Design mdc_input_buffer, sky130hd; sources not shown.
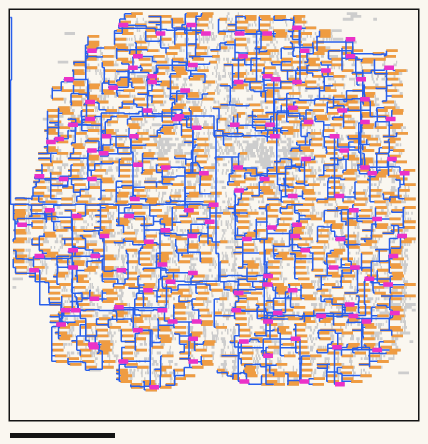
(run_1/clock_map.png)
Bar = 100 um.
Key: blue = clock wires [length 16,100 um]; magenta = cells driving clock nets [count 138]; orange = flip-flops [count 1,206]
There are 139 routed clock nets.
worst clock skew: 39.0 ps
Clock power frac: 45.7%
clk pwr: 8.05 mW
clock latency on the worst-skew pair: 790 ps

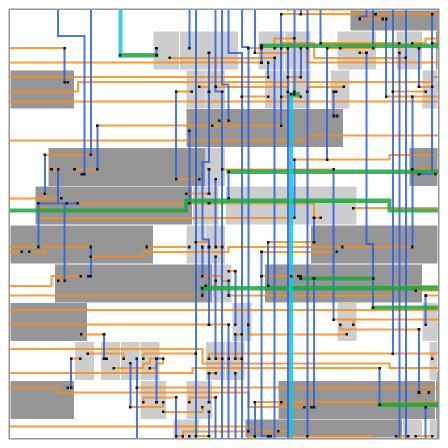
(run_1/zoom.png)
Region (277, 83) to (307, 113) um. Cells in gray, sequential cells in the stronger gray; small squares are vias.
Key: orange = met1; cyan = met4; green = met3; blue = met2
Most frequent: nand2_1 (14), edfxtp_1 (9), nand3_1 (6). Sequential cells in the window: 9. 38 logic cells have their middle in the window.

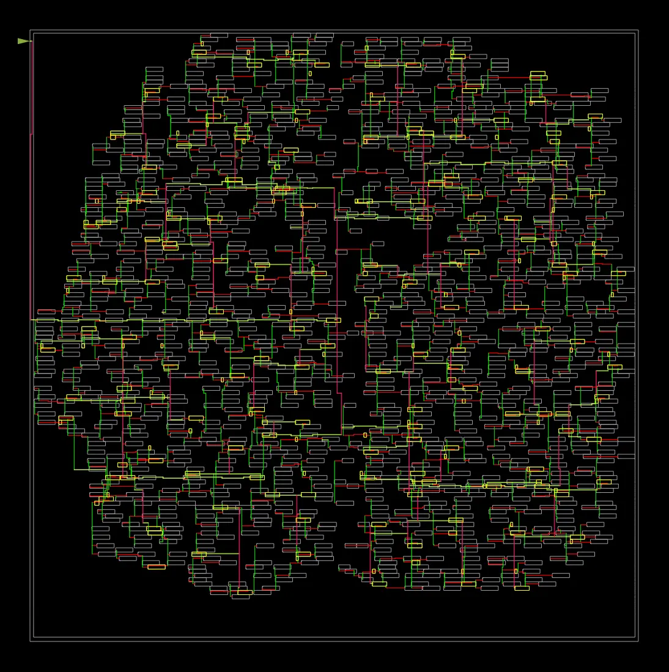
(run_1/final_clocks.png)
Seq cells: 1,206
clock buffer count from CTS: 138
Clock buffer cells: 190
# clock sinks: 1,206

==> Changelog: implementation, run 1 <==
## Implementation

- Reg2reg path depth: 11
- Yosys chip area: a little over 50,000 um^2
- Pin count of the biggest net entering global routing: 65
- CTS tree: yes
- Dominant cells by area after synthesis: edfxtp_1 (67%), nand2_1 (12%), inv_1 (4.9%)
- Post-route cell area: between 60,000 and 70,000 um^2
- Final setup fails: 0
- Clk slew on worst S/H paths: ~60 ps
- Seq area share: between 50% and 60%
- Total placed instance area: 55,500 um^2
- Sw Share: around a fifth
- Hold_ws: 47.6 ps
- Synthesized area: around 50,000 um^2
- XOR-XNOR Cells, Area Fraction: 0.0170%
- Cell type with the largest total area: edfxtp_1
- Reg power frac: a little over half
- Setup slack, reg-to-reg: roughly 2500 ps
- WHS Path Cells: 3
- Cells after DPL: around 7,000
- Wire per inst: 24.0 um
- Top power group: registers
- Core Util at FP: about a third
- CORE AREA: roughly 150,000 um^2
- Minimum clock period: between 3000 and 4000 ps
- Initial antenna violation count: 12
- Syn_nets: roughly 5,000
- Antenna-violating nets left: 0
- GRT overflow: 0
- VDD IR max: between 200 and 250 uV
- Post-synth top flop: edfxtp_1
- GR Util All Layers: 22.8%
- Worst endpoint data arrival time: 3940 ps
- IO buf count: 0
- GR Util met2: a little over a third
- FFs w/ async S/R, synth: 0%
- Worst setup SP type: flip-flop
- Total length of routed met3 wires: between 10 and 15 mm
- Critical Path, Cell by Cell: buf_2 -> nand2_1 -> o21ai_2 -> buf_8 -> buf_1 -> nand2_1 -> nor2_1 -> clkinv_1 -> nor3_2 -> buf_4 -> buf_4
- Cells after Synth: between 4,000 and 5,000
- DPL Wire Length: 120 mm
- Fin crit share: between 50% and 60%
- RSZ-0062 raised after global routing: no
- Outcome: finished clean
- Post-route total power: between 15 and 20 mW
- Pwr Density: between 200 and 300 nW/um^2
- # DRC: 0
- Utilization after layout: between 40% and 50%
- Logic share of the area: a little over 20%
- Internal power: ~14 mW
- Number of max-cap violations: 0
==> run_1/registers.png <==
Bar = 100 um. Other sequential cells in the stronger gray, the rest of the logic in the fainter gray.
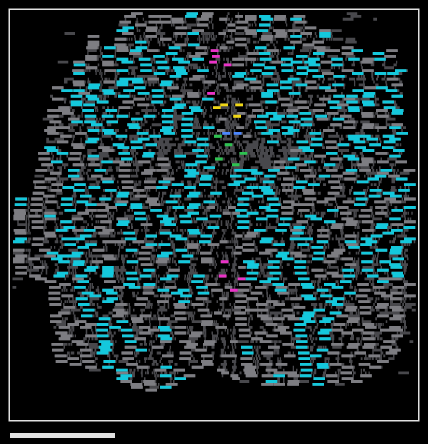

==> run 1 -> run 2 <==
==> constraint.sdc (replaced) <==
create_clock -name clk -period 3.65 [get_ports clk]
set_input_delay 0.365 -clock clk [delete_from_list [all_inputs] [get_ports clk]]
set_output_delay 0.365 -clock clk [all_outputs]
set_load 0.05 [all_outputs]
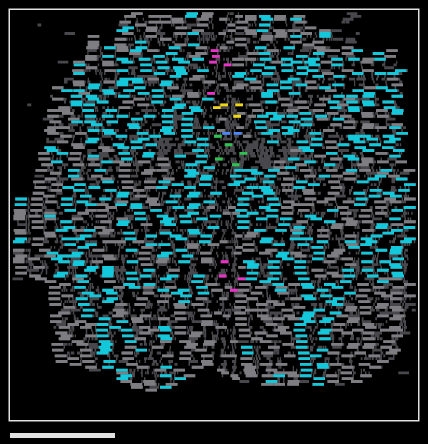
(run_2/registers.png)
Bar = 100 um. Other sequential cells in the stronger gray, the rest of the logic in the fainter gray.
Key: cyan = memRe_q [placed flops 576]; green = wrCnt_q [placed flops 5]; magenta = outUp_re [placed flops 9]; yellow = rdCnt_q [placed flops 4, where top center]; blue = full_q [placed flops 2]
Flop+latch power: 15.2 mW
Seq area share: 59.2%
utilization after layout: 40.6%

==> run 2 against run 1 <==
Effect of this change:
- highest routed layer unchanged
- hold slack worse by 58 ps
- die area unchanged
- sequential share of layout area about the same
- synthesized area unchanged
- largest cell class unchanged
- the run now ends with hold timing left
- sequential power up 64%
- via count up 0.22%
- critical endpoint unchanged
- register-to-register slack worse by 2400 ps
- final cell count about the same
- maximum frequency down 0.20%
==> Changelog: implementation, run 2 <==
## Implementation

- Clock buffer count from CTS: 138 (unchanged)
- DPL Wire Length: 120 mm (unchanged)
- Core Util at FP: 34.7% (unchanged)
- Setup slack, reg-to-reg: 170 ps (-2360 ps)
- Yosys chip area: 51,500 um^2 (unchanged)
- # clock sinks: 1,206 (unchanged)
- WHS Path Cells: 1 (-2)
- Clock buffer cells: 190 (unchanged)
- Antenna-violating nets left: 0 (unchanged)
- Post-route cell area: 60,300 um^2 (about the same)
- Minimum clock period: 3480 ps (+7.01 ps)
- Post-route total power: 28.9 mW (+64%)
- RSZ-0062 raised after global routing: no
- Clock power frac: 45.7% (about the same)
- Total placed instance area: 55,500 um^2 (unchanged)
- Final hold vios: 5
- Reg power frac: 52.5% (about the same)
- Clk slew on worst S/H paths: 60 ps (about the same)
- IO buf count: 0 (unchanged)
- Cells after DPL: 7,061 (unchanged)
- Hold_ws: -10.3 ps (-57.9 ps)
- Sw Share: 20.8% (-0.050 points)
- Pin count of the biggest net entering global routing: 65 (unchanged)
- Fin crit share: 95.5% (+38 points)
- Cell type with the largest total area: edfxtp_1
- Clk pwr: 13.2 mW (+64%)
- Wire per inst: 23.7 um (-1.3%)
- GR Util met2: 36.0% (unchanged)
- Number of max-cap violations: 0 (unchanged)
- Failing checks: hold timing
- VDD IR max: 334 uV (+62%)
- Outcome: finished, violations left
- FFs w/ async S/R, synth: 0% (unchanged)
- Cells after Synth: 4,987 (unchanged)
- Logic share of the area: 20.1% (about the same)
- Final setup fails: 0 (unchanged)
- CTS tree: yes
- Worst endpoint data arrival time: 3950 ps (about the same)
- Worst clock skew: 38.3 ps (-0.656 ps)
- Worst setup SP type: flip-flop
Power figures rest on the tool's default switching activity, not on a simulated workload.
